[src/rtl/apb_reg_pkg.sv]
// -----------------------------------------------------------------------------
// apb_reg_pkg
// Shared definitions for the aligner APB register block: register offsets,
// field positions, reset values, the APB completer state type and the CTRL
// legality check.
// -----------------------------------------------------------------------------
package apb_reg_pkg;

    // Register byte offsets
    localparam logic [15:0] CTRL_OFF   = 16'h0000;
    localparam logic [15:0] STATUS_OFF = 16'h000C;
    localparam logic [15:0] IRQEN_OFF  = 16'h00F0;
    localparam logic [15:0] IRQ_OFF    = 16'h00F4;

    // CTRL fields
    localparam int CTRL_SIZE_LSB   = 0;
    localparam int CTRL_SIZE_W     = 3;
    localparam int CTRL_OFFSET_LSB = 8;
    localparam int CTRL_OFFSET_W   = 2;
    localparam int CTRL_CLR_BIT    = 16;

    // STATUS fields
    localparam int STATUS_DROP_LSB = 0;
    localparam int STATUS_DROP_W   = 8;
    localparam int STATUS_RX_LSB   = 8;
    localparam int STATUS_TX_LSB   = 16;

    // Interrupt sources
    localparam int IRQ_W = 5;

    // Bytes carried by one 32-bit word
    localparam logic [3:0] BYTES_PER_WORD = 4'd4;

    // Reset values
    localparam logic [CTRL_SIZE_W-1:0]   CTRL_SIZE_RST   = 3'd1;
    localparam logic [CTRL_OFFSET_W-1:0] CTRL_OFFSET_RST = 2'd0;
    localparam logic [IRQ_W-1:0]         IRQEN_RST       = '0;

    typedef enum logic {
        IDLE   = 1'b0,
        ACCESS = 1'b1
    } apb_state_e;

    // A chunk must be 1..4 bytes and must not run past the end of the word.
    function automatic logic ctrl_legal(input logic [CTRL_SIZE_W-1:0]   size,
                                        input logic [CTRL_OFFSET_W-1:0] offset);
        logic [3:0] span;
        span = {1'b0, size} + {2'b00, offset};
        return (size != '0) && ({1'b0, size} <= BYTES_PER_WORD) && (span <= BYTES_PER_WORD);
    endfunction

endpackage

[src/rtl/apb_reg_slave.sv]
// -----------------------------------------------------------------------------
// apb_reg_slave
// APB3 completer for the aligner configuration/status registers.
//
// Ports:
//   pclk, preset_n          clock, asynchronous active-low reset
//   paddr/pwrite/psel/penable/pwdata   APB request
//   pready/prdata/pslverr   APB response (all registered)
//   ctrl_size/ctrl_offset   CTRL fields to the datapath
//   ctrl_clr                one-cycle pulse after a CTRL write with CLR=1
//   cnt_drop/rx_lvl/tx_lvl  datapath status, read through STATUS
//   irq_set                 per-source interrupt set pulses
//   irq                     registered OR of (IRQ & IRQEN)
//
// Assumes LVLW <= 8 so the level fields fit their STATUS byte lanes.
// -----------------------------------------------------------------------------
module apb_reg_slave
    import apb_reg_pkg::*;
#(
    parameter int APB_MAX_ADDR_WIDTH = 16,
    parameter int APB_MAX_DATA_WIDTH = 32,
    parameter int WAIT_STATES        = 0,
    parameter int FIFO_DEPTH         = 8,
    localparam int LVLW              = $clog2(FIFO_DEPTH) + 1
) (
    input  logic                          pclk,
    input  logic                          preset_n,
    input  logic [APB_MAX_ADDR_WIDTH-1:0] paddr,
    input  logic                          pwrite,
    input  logic                          psel,
    input  logic                          penable,
    input  logic [APB_MAX_DATA_WIDTH-1:0] pwdata,
    output logic                          pready,
    output logic [APB_MAX_DATA_WIDTH-1:0] prdata,
    output logic                          pslverr,
    output logic [2:0]                    ctrl_size,
    output logic [1:0]                    ctrl_offset,
    output logic                          ctrl_clr,
    input  logic [7:0]                    cnt_drop,
    input  logic [LVLW-1:0]               rx_lvl,
    input  logic [LVLW-1:0]               tx_lvl,
    input  logic [IRQ_W-1:0]              irq_set,
    output logic                          irq
);

    localparam int         AW = APB_MAX_ADDR_WIDTH;
    localparam int         DW = APB_MAX_DATA_WIDTH;
    localparam logic [4:0] WS = 5'(WAIT_STATES);

    apb_state_e      state;
    logic [3:0]      wait_cnt;
    logic [4:0]      wait_nxt;
    logic [AW-1:0]   addr_q;
    logic            write_q;
    logic [DW-1:0]   wdata_q;
    logic [IRQ_W-1:0] irqen_q;
    logic [IRQ_W-1:0] irq_q;

    logic [AW-1:0]   req_addr;
    logic            req_write;
    logic [DW-1:0]   req_wdata;
    logic            hit_ctrl, hit_status, hit_irqen, hit_irq;
    logic            req_err;
    logic [DW-1:0]   req_rdata;
    logic            setup;
    logic            commit;
    logic [IRQ_W-1:0] irq_w1c;
    logic            unused_wdata;

    // The response is registered, so with zero wait states it is computed
    // from the live bus during setup; otherwise from the latched request.
    always_comb begin
        req_addr  = addr_q;
        req_write = write_q;
        req_wdata = wdata_q;
        if (state == IDLE) begin
            req_addr  = paddr;
            req_write = pwrite;
            req_wdata = pwdata;
        end
    end

    assign setup    = psel && !penable;
    assign wait_nxt = {1'b0, wait_cnt} + 5'd1;

    assign hit_ctrl   = (req_addr == AW'(CTRL_OFF));
    assign hit_status = (req_addr == AW'(STATUS_OFF));
    assign hit_irqen  = (req_addr == AW'(IRQEN_OFF));
    assign hit_irq    = (req_addr == AW'(IRQ_OFF));

    always_comb begin
        req_err = 1'b0;
        if (req_addr[1:0] != 2'b00) begin
            req_err = 1'b1;
        end else if (!(hit_ctrl || hit_status || hit_irqen || hit_irq)) begin
            req_err = 1'b1;
        end else if (req_write && hit_status) begin
            req_err = 1'b1;
        end else if (req_write && hit_ctrl &&
                     !ctrl_legal(req_wdata[CTRL_SIZE_LSB +: CTRL_SIZE_W],
                                 req_wdata[CTRL_OFFSET_LSB +: CTRL_OFFSET_W])) begin
            req_err = 1'b1;
        end
    end

    // STATUS is sampled at the edge that launches the completion cycle.
    always_comb begin
        req_rdata = '0;
        if (hit_ctrl) begin
            req_rdata[CTRL_SIZE_LSB +: CTRL_SIZE_W]     = ctrl_size;
            req_rdata[CTRL_OFFSET_LSB +: CTRL_OFFSET_W] = ctrl_offset;
        end else if (hit_status) begin
            req_rdata[STATUS_DROP_LSB +: STATUS_DROP_W] = cnt_drop;
            req_rdata[STATUS_RX_LSB +: LVLW]            = rx_lvl;
            req_rdata[STATUS_TX_LSB +: LVLW]            = tx_lvl;
        end else if (hit_irqen) begin
            req_rdata[IRQ_W-1:0] = irqen_q;
        end else if (hit_irq) begin
            req_rdata[IRQ_W-1:0] = irq_q;
        end
    end

    // A write takes effect on the edge that ends the completion cycle;
    // pslverr already holds the verdict for this request.
    assign commit  = (state == ACCESS) && psel && pready && req_write && !pslverr;
    assign irq_w1c = (commit && hit_irq) ? req_wdata[IRQ_W-1:0] : '0;

    assign unused_wdata = ^{req_wdata[DW-1:CTRL_CLR_BIT+1],
                            req_wdata[CTRL_CLR_BIT-1:CTRL_OFFSET_LSB+CTRL_OFFSET_W],
                            req_wdata[CTRL_OFFSET_LSB-1:IRQ_W]};

    // Request capture: datapath only, no reset needed.
    always_ff @(posedge pclk) begin
        if (state == IDLE && setup) begin
            addr_q  <= paddr;
            write_q <= pwrite;
            wdata_q <= pwdata;
        end
    end

    // APB completer FSM with registered response outputs.
    always_ff @(posedge pclk or negedge preset_n) begin
        if (!preset_n) begin
            state    <= IDLE;
            wait_cnt <= '0;
            pready   <= 1'b0;
            prdata   <= '0;
            pslverr  <= 1'b0;
        end else begin
            pready  <= 1'b0;
            prdata  <= '0;
            pslverr <= 1'b0;
            case (state)
                IDLE: begin
                    if (setup) begin
                        state    <= ACCESS;
                        wait_cnt <= '0;
                        if (WS == 5'd0) begin
                            pready  <= 1'b1;
                            pslverr <= req_err;
                            prdata  <= (!req_write && !req_err) ? req_rdata : '0;
                        end
                    end
                end
                ACCESS: begin
                    if (!psel || pready) begin
                        // Aborted by the requester, or just completed.
                        state <= IDLE;
                    end else begin
                        wait_cnt <= wait_nxt[3:0];
                        if (wait_nxt == WS) begin
                            pready  <= 1'b1;
                            pslverr <= req_err;
                            prdata  <= (!req_write && !req_err) ? req_rdata : '0;
                        end
                    end
                end
                default: state <= IDLE;
            endcase
        end
    end

    // Register file, interrupt state and datapath controls.
    always_ff @(posedge pclk or negedge preset_n) begin
        if (!preset_n) begin
            ctrl_size   <= CTRL_SIZE_RST;
            ctrl_offset <= CTRL_OFFSET_RST;
            ctrl_clr    <= 1'b0;
            irqen_q     <= IRQEN_RST;
            irq_q       <= '0;
            irq         <= 1'b0;
        end else begin
            ctrl_clr <= 1'b0;
            if (commit && hit_ctrl) begin
                ctrl_size   <= req_wdata[CTRL_SIZE_LSB +: CTRL_SIZE_W];
                ctrl_offset <= req_wdata[CTRL_OFFSET_LSB +: CTRL_OFFSET_W];
                ctrl_clr    <= req_wdata[CTRL_CLR_BIT];
            end
            if (commit && hit_irqen) begin
                irqen_q <= req_wdata[IRQ_W-1:0];
            end
            // Set is applied after clear so a coincident set wins.
            irq_q <= (irq_q & ~irq_w1c) | irq_set;
            irq   <= |(irq_q & irqen_q);
        end
    end

endmodule
[config.mk]
export PLATFORM = sky130hd
export DESIGN_NAME = apb_reg_slave
export DESIGN_NICKNAME = d
export VERILOG_FILES = /design/src/rtl/apb_reg_pkg.sv /design/src/rtl/apb_reg_slave.sv
export SDC_FILE = /design/constraint.sdc
export NUM_CORES = 1
export LEC_CHECK = 0
export CAP_MARGIN = 0
export CORE_ASPECT_RATIO = 1.1
export CORE_MARGIN = 5
export CORE_UTILIZATION = 35
export DETAILED_ROUTE_END_ITERATION = 7
export PLACE_DENSITY = 0.73
export SLEW_MARGIN = 0
export SYNTH_ARGS = -nofsm -noshare
export SYNTH_HDL_FRONTEND = slang
export SYNTH_SLANG_ARGS = --single-unit
[constraint.sdc]
create_clock -name pclk -period 8.4 [get_ports pclk]
set_clock_uncertainty 0.2 [all_clocks]
set_input_delay 0.84 -clock pclk [delete_from_list [all_inputs] [get_ports pclk]]
set_output_delay 0.84 -clock pclk [all_outputs]
set_load 0.05 [all_outputs]
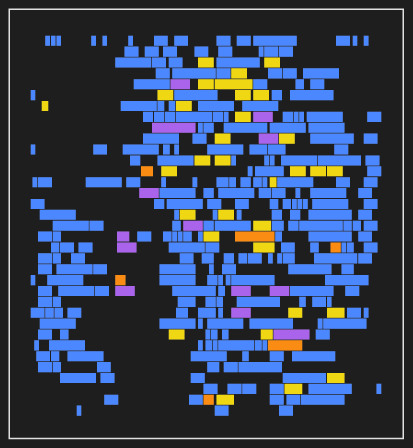
**Above:** run 1 (cell sizes after repair).
(4 px per um)
colour	size	cells	most used
orange	x3 and x4	6	buf_4
blue	x1 and smaller	265	clkdlybuf4s50_1
purple	x6 and larger	13	clkbuf_8
yellow	x2	32	mux2_2
area delta synth->final: 34.3%
count of plain and timing-repair buffers: 76

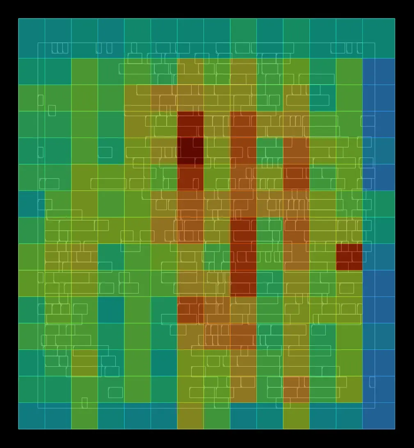
**Above:** run 1 (routing congestion map).
M2 GR Usage: 22.0%
Routed WL per cell: 15.7 um
GR Util All Layers: 13.3%

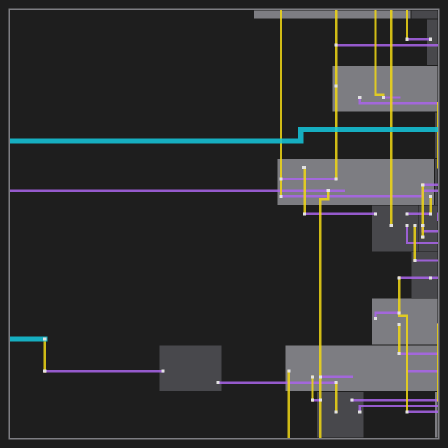
**Above:** run 1 (close-up of the layout).
Region (12, 68) to (37, 93) um. Cells in grey, sequential cells in the stronger grey; small squares are vias.
colour	layer
purple	M1
yellow	M2
cyan	M3
sequential cells in the window	3
netlist names of flops here include	`irq_q` (2), `prdata` (1)
most frequent	dfrtp_1 (3), a21o_1 (2), clkdlybuf4s50_1 (1)
cells with their middle in the window	6

==> deck_impl_summary.md, run 1 <==
Physical Implementation Snapshot

Status
  – Status: finished, final reports clean

Clock network
  – CTS-repair resized insts: 0
  – H-tree levels: 3
  – Clock Sinks: 65
  – Hold buffer count at CTS: 0
  – Post CTS Setup Buffer Count: 0

Routing
  – WL met3: around 480 um
  – Metal2 WL: approximately 3400 um
  – DR DRC count: 0
  – Final ANT Viol Nets: 0
  – Via count: ~2000
  – Vias per inst: 4.78

Timing
  – Worst Tran Pin Value: about 1.1 ns
  – Final setup TNS: 0 ns
  – Final min period: approximately 3.2 ns
  – Final hold viol count: 0
  – Final worst slack: ~5.2 ns
  – WHS: between 0.3 and 0.4 ns

Logic synthesis
  – Yosys adder share: between 2 and 2.5%
  – Syn Inst Count: between 200 and 250
  – Main flop type: dfrtp_1
  – Logic family by area: simple AND/OR/NAND/NOR gates
  – Mux area share: 10.2%
  – Top cells by count: 39 x dfrtp_1, 25 x edfxtp_1, 21 x mux2_2
  – Synthesis area per yosys: 0.00299 mm^2
  – # Cells Yosys: 229
  – Syn avg cell area: approximately 13 um^2
  – Yosys top cell by instances: dfrtp_1
  – Aoi share: 10.2%
  – Syn. warnings: 0
  – Post-synth cell types: approximately 50
  – Area leader share: between 30 and 40%
  – Number of enable flip-flop cells: 25

Critical path
  – Reg2Reg Setup Slack: 5.43 ns
  – Crit path from: paddr[10]
  – R2R cell count: 10
  – Critical path buffers and inverters: 1
  – Max FO, Critical Path: 7
  – Reg2Reg Launch Point: state
  – Crit-path cells: clkdlybuf4s50_1 > nor4_2 > nand3_2 > a211oi_1 > o2111ai_1 > a31oi_1
  – CP delay by family, top: AND-OR/OR-AND gates
  – Worst Setup EP: pslverr
  – Slowest cell on the critical path: a211oi_1
  – Max stage delay on crit path: ~0.94 ns
  – Worst setup EP type: flop
  – CP Depth: 6

Cells and area
  – Registers: between 60 and 70
  – Fillers: 757
  – # diodes: 0
  – Fraction of area in registers: around 44%
  – Fraction of layout cells with a size suffix above 1: 16.1%
  – Fin cells: between 400 and 500
  – Most common logic cells in the final layout: 73 x clkdlybuf4s50_1, 39 x dfrtp_1, 25 x edfxtp_1
  – Flop area: 0.00175 mm^2
  – Largest registers: addr_q x16, prdata x16, wdata_q x8
  – Final instance area: around 0.004 mm^2
  – Clock buffer cells: 11

Hold path
  – Worst Hold Class: flop to flop
  – Hold Path Stages: 1

Die
  – Tap cells: roughly 110
  – Rows: 35
  – Die Ht: 107 um
  – Die area: 0.0105 mm^2
  – Die Width: 98.2 um

Placed design
  – # port buffers: 74
  – Area after DPL: 0.00380 mm^2
  – Post-DP HPWL: 5080 um

GRT
  – Met1 Usage GRT: between 15 and 20%
  – GR Layer Usage met3: under 10%
  – First-pass GRT wire length: 10900 um
  – Vias in the first global route: between 2000 and 2500

Power
  – Total power: 734 uW
  – Worst vdd ir: between 0.00006 and 0.00007 V
  – Top power group: registers
  – Combinational power share: 13.0%
**Run 1: cell classes on the final placement**

(4 px per um)
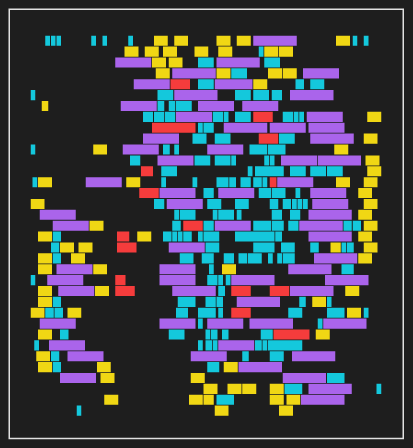

==> run 2, diff against run 1 <==
Settings changed: PLACE_DENSITY 0.73 to 0.76.
Clock period 8.4 ns to 2.6 ns, I/O delays scaled along.
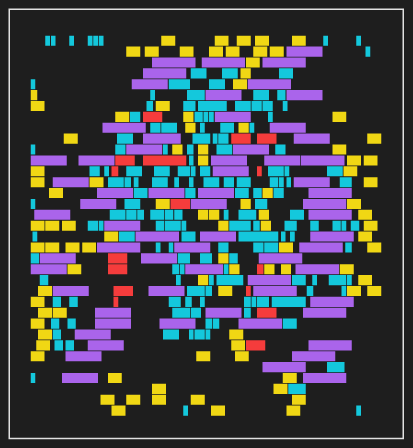
**Above:** run 2 (cell classes on the final placement).
(4 px per um)
colour	class	cells	share of their area
yellow	remaining buffers and delay cells	94	22%
purple	registers	65	44%
red	clock drivers and dummy loads	16	4.7%
cyan	remaining logic cells	159	29%
Post-Route Utilization: 49.4%
final instance area: 0.00413 mm^2
core area: 0.00836 mm^2
fraction of area in registers: 42.4%
Rows: 35

==> deck_impl_summary.md, run 2 <==
Physical Implementation Snapshot

Status
  – Status: finished, final reports clean (unchanged)

GRT
  – GR Util All Layers: 13.8% (was 13.3%)
  – Vias in the first global route: 2295 (was 2140)
  – First-pass GRT wire length: 11400 um (was 10900 um)
  – Met1 Usage GRT: 16.8% (was 15.7%)
  – M2 GR Usage: 22.9% (was 22.0%)
  – GR Layer Usage met3: 4.94% (was 5.60%)
  – Grt ovf: 0 (unchanged)

Logic synthesis
  – Aoi share: 10.2% (unchanged)
  – Synthesized cell area: 0.00299 mm^2 (unchanged)
  – # Cells Yosys: 229 (unchanged)
  – Syn Inst Count: 229 (unchanged)
  – Post-synth cell types: 50 (unchanged)
  – Seq share, synth: 58.6% (unchanged)
  – Syn. warnings: 0 (unchanged)
  – Mux area share: 10.2% (unchanged)
  – Xor/xnor share: 0.293% (unchanged)
  – Yosys adder share: 2.34% (unchanged)
  – Syn avg cell area: 13.1 um^2 (unchanged)
  – Synth area leaders: dfrtp_1 33%, edfxtp_1 25%, mux2_2 7.9%, buf_4 4.0%, mux2i_1 2.3% (unchanged)
  – Area leader share: 32.6% (unchanged)
  – Post-synth top area cell: dfrtp_1 (unchanged)
  – Number of enable flip-flop cells: 25 (unchanged)
  – Logic family by area: simple AND/OR/NAND/NOR gates (unchanged)
  – Flops out of synthesis: 65 (unchanged)
  – Yosys simple share: 12.0% (unchanged)
  – Main flop type: dfrtp_1 (unchanged)
  – Top cells by count: 39 x dfrtp_1, 25 x edfxtp_1, 21 x mux2_2 (unchanged)
  – Post-synth ARST share: 61.5% (unchanged)
  – Yosys top cell by instances: dfrtp_1 (unchanged)
  – Synthesis area per yosys: 0.00299 mm^2 (unchanged)

Clock network
  – CTS tree: yes (unchanged)
  – Num CTS Buffers: 9 (unchanged)
  – Late-Pin Clk Latency: 0.33 ns (was 0.34 ns)
  – H-tree levels: 3 (unchanged)
  – Clock Sinks: 65 (unchanged)
  – Hold buffer count at CTS: 1 (was 0)
  – CTS-repair resized insts: 0 (unchanged)
  – Max Buffers Root-to-Sink: 2 (unchanged)
  – Post CTS Setup Buffer Count: 0 (unchanged)

Job
  – OpenROAD warnings: 51 (unchanged)
  – MaxCap Viol Count: 0 (unchanged)

Cells and area
  – Clock buffer cells: 13 (was 11)
  – Largest registers: addr_q x16, prdata x16, wdata_q x8 (unchanged)
  – # diodes: 0 (unchanged)
  – Area-dominant class: flip-flops and latches (unchanged)
  – Flop area: 0.00175 mm^2 (about the same)
  – Fillers: 738 (was 757)
  – Most common logic cells in the final layout: 73 x clkdlybuf4s50_1, 38 x dfrtp_1, 25 x edfxtp_1 (was 73 x clkdlybuf4s50_1, 39 x dfrtp_1, 25 x edfxtp_1)
  – Registers: 65 (unchanged)
  – Clock buf/inv share: 4.57% (was 5.54%)
  – Logic area: 0.00112 mm^2 (was 0.00111 mm^2)
  – Fin cells: 445 (was 427)
  – Combinational Gates: 148 (unchanged)
  – Count of plain and timing-repair buffers: 94 (was 76)
  – Nets: 408 (was 390)
  – Non-clock buffering overhead: 21.5% (was 18.7%)
  – Area delta synth->final: 38.2% (was 34.3%)
  – Fraction of layout cells with a size suffix above 1: 19.8% (was 16.1%)
  – Non-CTS inverters: 11 (unchanged)

Timing
  – Final setup TNS: 0 ns (unchanged)
  – Max-slew violations: 0 (unchanged)
  – Final setup fails: 0 (unchanged)
  – Final hold viol count: 0 (unchanged)
  – Relative slew slack: 38.7% (was 27.6%)
  – Final min period: roughly 2.5 ns
  – WHS: 0.284 ns (was 0.320 ns)
  – Final Cycle Share: roughly 96%
  – Worst Tran Pin Value: 0.919 ns (was 1.08 ns)
  – Fmax achieved: 0.399 GHz
  – Final worst slack: 0.0918 ns (was 5.19 ns)

Hold path
  – Hold Path Stages: 2 (was 1)
  – Worst Hold Class: input port to flop (was flop to flop)
  – HP Start: tx_lvl[1] (was irq_q[2])

Critical path
  – Crit path from: state (was paddr[10])
  – Crit-path cells: mux2_2 > ha_1 > inv_1 > fa_1 > nand2b_1 > a221oi_1 > nand3_1 > o2111ai_1 > a31oi_1 (was clkdlybuf4s50_1 > nor4_2 > nand3_2 > a211oi_1 > o2111ai_1 > a31oi_1)
  – Critical path buffers and inverters: 1 (unchanged)
  – Reg2Reg Setup Slack: 0.09 ns (was 5.43 ns)
  – Startpoint types: flop (was input port)
  – CP Depth: 9 (was 6)
  – Worst setup EP type: flop (unchanged)
  – Max stage delay on crit path: 0.48 ns (was 0.94 ns)
  – WS Path Type: flop to flop (was input port to flop)
  – R2R cell count: 9 (was 10)
  – Max FO, Critical Path: 6 (was 7)
  – Slowest cell on the critical path: fa_1 (was a211oi_1)
  – Worst Setup EP: pslverr (unchanged)
  – CP delay by family, top: adder cells (was AND-OR/OR-AND gates)
  – Reg2Reg Launch Point: state (unchanged)

Routing
  – Aggregate routed wire length: 6990 um (was 6720 um)
  – 1st-iter DRT viols: 92 (was 105)
  – Metal2 WL: 3410 um (was 3370 um)
  – WL met3: 497 um (was 482 um)
  – Wl on met1: 2970 um (was 2790 um)
  – Routed WL per cell: 15.7 um (about the same)
  – DR DRC count: 0 (unchanged)
  – Via count: 2145 (was 2040)
  – Final ANT Viol Nets: 0 (unchanged)
  – Vias per inst: 4.82 (was 4.78)
  – DR top layer: met4 (unchanged)

Placed design
  – Inst Count DP: 427 (was 411)
  – Pre-CTS setup slack: -0.0857 ns (was 4.85 ns)
  – Post-DP HPWL: 5250 um (was 5080 um)
  – # port buffers: 74 (unchanged)
  – GPL Wtd Cong: 0.820 (was 0.754)
  – Area after DPL: 0.00393 mm^2 (was 0.00380 mm^2)

Die
  – Die Ht: 107 um (unchanged)
  – Fp util: 35.8% (unchanged)
  – Tap cells: 111 (unchanged)
  – Die area: 0.0105 mm^2 (unchanged)
  – Die Width: 98.2 um (unchanged)
  – Num ports: 115 (unchanged)

Power
  – Top power group: registers (unchanged)
  – Pwr dens: 557 mW/mm^2 (was 183 mW/mm^2)
  – Total power: 2300 uW (was 734 uW)
  – Part of the power in registers: 48.9% (was 47.7%)
  – Combinational power share: 15.0% (was 13.0%)
  – Leak Pwr: 0.00168 uW (was 0.00160 uW)
  – Net Switching: 573 uW (was 187 uW)
  – Clock group: 831 uW (was 289 uW)
  – P_int: 1730 uW (was 547 uW)
  – Worst vdd ir: 0.000316 V (was 0.0000665 V)
  – Clk pwr share: 36.1% (was 39.3%)
**Run 2: cell sizes after repair**

(4 px per um)
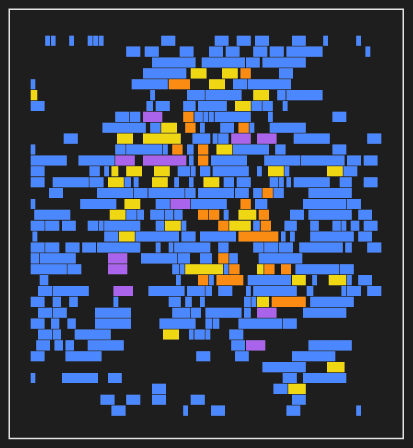

==> run 3, diff against run 2 <==
Settings changed: CTS_BUF_LIST set to sky130_fd_sc_hd__clkbuf_4 sky130_fd_sc_hd__clkbuf_8.
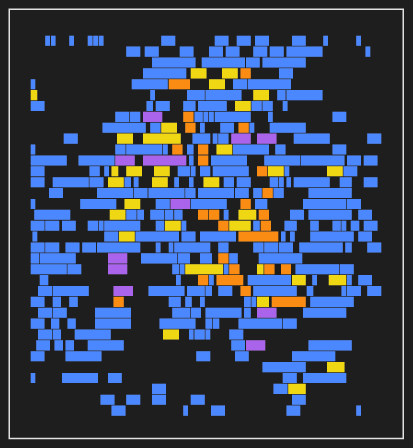
**Above:** run 3 (cell sizes after repair).
(4 px per um)
colour	size	cells	most used
blue	x1 and smaller	265	clkdlybuf4s50_1
purple	x6 and larger	11	clkbuf_8
yellow	x2	32	mux2_2
orange	x3 and x4	26	buf_4
final instance area: 0.00415 mm^2
area delta synth->final: 38.6%

==> deck_impl_summary.md, run 3 <==
Physical Implementation Snapshot

Job
  – OpenROAD warnings: 51 (unchanged)
  – MaxCap Viol Count: 0 (unchanged)

Cells and area
  – Nets: 408 (unchanged)
  – Fillers: 732 (was 738)
  – Registers: 65 (unchanged)
  – Most common logic cells in the final layout: 73 x clkdlybuf4s50_1, 38 x dfrtp_1, 25 x edfxtp_1 (unchanged)
  – Non-CTS inverters: 11 (unchanged)
  – # diodes: 0 (unchanged)
  – Fin cells: 445 (unchanged)
  – Fraction of layout cells with a size suffix above 1: 20.7% (was 19.8%)
  – Post-Route Utilization: 49.6% (was 49.4%)
  – Largest registers: addr_q x16, prdata x16, wdata_q x8 (unchanged)
  – Clock buffer cells: 13 (unchanged)
  – Flop area: 0.00175 mm^2 (unchanged)
  – Fraction of area in registers: 42.3% (was 42.4%)
  – Logic area: 0.00112 mm^2 (unchanged)
  – Clock buf/inv share: 4.83% (was 4.57%)
  – Non-clock buffering overhead: 21.4% (was 21.5%)
  – Count of plain and timing-repair buffers: 94 (unchanged)
  – Area-dominant class: flip-flops and latches (unchanged)
  – Combinational Gates: 148 (unchanged)

Clock network
  – Post CTS Setup Buffer Count: 0 (unchanged)
  – Clock Sinks: 65 (unchanged)
  – Late-Pin Clk Latency: 0.33 ns (about the same)
  – Hold buffer count at CTS: 1 (unchanged)
  – Max Buffers Root-to-Sink: 2 (unchanged)
  – CTS-repair resized insts: 0 (unchanged)
  – CTS tree: yes (unchanged)

GRT
  – GR peak layer: met2 (unchanged)
  – Met1 Usage GRT: 16.8% (unchanged)
  – M2 GR Usage: 22.9% (unchanged)
  – Grt ovf: 0 (unchanged)
  – GR Util All Layers: 13.8% (unchanged)
  – Vias in the first global route: 2295 (unchanged)
  – First-pass GRT wire length: 11400 um (unchanged)
  – GR Layer Usage met3: 4.94% (unchanged)

Power
  – Worst vdd ir: 0.000317 V (was 0.000316 V)
  – Seq pwr: 1130 uW (about the same)
  – Leak Pwr: 0.00169 uW (was 0.00168 uW)
  – P_int: 1760 uW (was 1730 uW)
  – Net Switching: 573 uW (about the same)
  – Top power group: registers (unchanged)
  – Clk pwr share: 36.9% (was 36.1%)
  – Combinational power share: 14.8% (was 15.0%)
  – Pwr dens: 563 mW/mm^2 (was 557 mW/mm^2)
  – Total power: 2340 uW (was 2300 uW)
  – Clock group: 862 uW (was 831 uW)
  – Part of the power in registers: 48.3% (was 48.9%)

Critical path
  – Worst setup EP type: flop (unchanged)
  – Slowest cell on the critical path: fa_1 (unchanged)
  – Critical path buffers and inverters: 1 (unchanged)
  – Crit path from: state (unchanged)
  – WS Path Type: flop to flop (unchanged)
  – Worst Setup EP: pslverr (unchanged)
  – WP data arrival: 2.51 ns (was 2.52 ns)
  – CP Depth: 9 (unchanged)
  – Reg2Reg Setup Slack: 0.09 ns (about the same)
  – Reg2Reg Launch Point: state (unchanged)
  – CP delay by family, top: adder cells (unchanged)
  – Max stage delay on crit path: 0.48 ns (about the same)
  – Crit-path cells: mux2_2 > ha_1 > inv_1 > fa_1 > nand2b_1 > a221oi_1 > nand3_1 > o2111ai_1 > a31oi_1 (unchanged)

Timing
  – Final setup TNS: 0 ns (unchanged)
  – WHS: 0.284 ns (about the same)
  – Final min period: 2.51 ns (about the same)
  – Fmax achieved: 0.399 GHz (about the same)
  – Max-slew violations: 0 (unchanged)
  – Final hold viol count: 0 (unchanged)
  – Final worst slack: 0.0930 ns (was 0.0918 ns)
  – Final Cycle Share: 96.4% (was 96.5%)
  – Final setup fails: 0 (unchanged)
  – Worst Tran Pin Value: 0.920 ns (was 0.919 ns)

Logic synthesis
  – Main flop type: dfrtp_1 (unchanged)
  – Flops out of synthesis: 65 (unchanged)
  – Top cells by count: 39 x dfrtp_1, 25 x edfxtp_1, 21 x mux2_2 (unchanged)
  – Post-synth ARST share: 61.5% (unchanged)
  – Number of enable flip-flop cells: 25 (unchanged)
  – Post-synth cell types: 50 (unchanged)
  – Logic family by area: simple AND/OR/NAND/NOR gates (unchanged)
  – Aoi share: 10.2% (unchanged)
  – Synthesized cell area: 0.00299 mm^2 (unchanged)
  – Yosys top cell by instances: dfrtp_1 (unchanged)
  – Syn avg cell area: 13.1 um^2 (unchanged)
  – Xor/xnor share: 0.293% (unchanged)
  – Synthesis area per yosys: 0.00299 mm^2 (unchanged)
  – Mux area share: 10.2% (unchanged)
  – Yosys simple share: 12.0% (unchanged)
  – Area leader share: 32.6% (unchanged)
  – Synth area leaders: dfrtp_1 33%, edfxtp_1 25%, mux2_2 7.9%, buf_4 4.0%, mux2i_1 2.3% (unchanged)
  – Yosys adder share: 2.34% (unchanged)
  – # Cells Yosys: 229 (unchanged)
  – Seq share, synth: 58.6% (unchanged)
  – Syn Inst Count: 229 (unchanged)

Status
  – Status: finished, final reports clean (unchanged)

Routing
  – Routed WL per cell: 15.7 um (about the same)
  – Aggregate routed wire length: 6990 um (about the same)
  – Vias per inst: 4.83 (was 4.82)
  – Wl on met1: 2980 um (was 2970 um)
  – WL met3: 488 um (was 497 um)
  – 1st-iter DRT viols: 94 (was 92)
  – DR DRC count: 0 (unchanged)
  – DR top layer: met4 (unchanged)
  – Final ANT Viol Nets: 0 (unchanged)
  – Via count: 2149 (was 2145)

Die
  – Num ports: 115 (unchanged)
  – Rows: 35 (unchanged)
  – Die Ht: 107 um (unchanged)
  – Die area: 0.0105 mm^2 (unchanged)
  – Tap cells: 111 (unchanged)
  – Die Width: 98.2 um (unchanged)
  – Fp util: 35.8% (unchanged)

Placed design
  – GPL Wtd Cong: 0.820 (unchanged)
  – Post-DP HPWL: 5250 um (unchanged)
  – Inst Count DP: 427 (unchanged)
  – # port buffers: 74 (unchanged)
  – Pre-CTS setup slack: -0.0857 ns (unchanged)
  – Area after DPL: 0.00393 mm^2 (unchanged)

Hold path
  – Hold Path Stages: 2 (unchanged)
  – Worst Hold Class: input port to flop (unchanged)
  – HP Start: tx_lvl[1] (unchanged)
Power figures rest on the tool's default switching activity, not on a simulated workload.
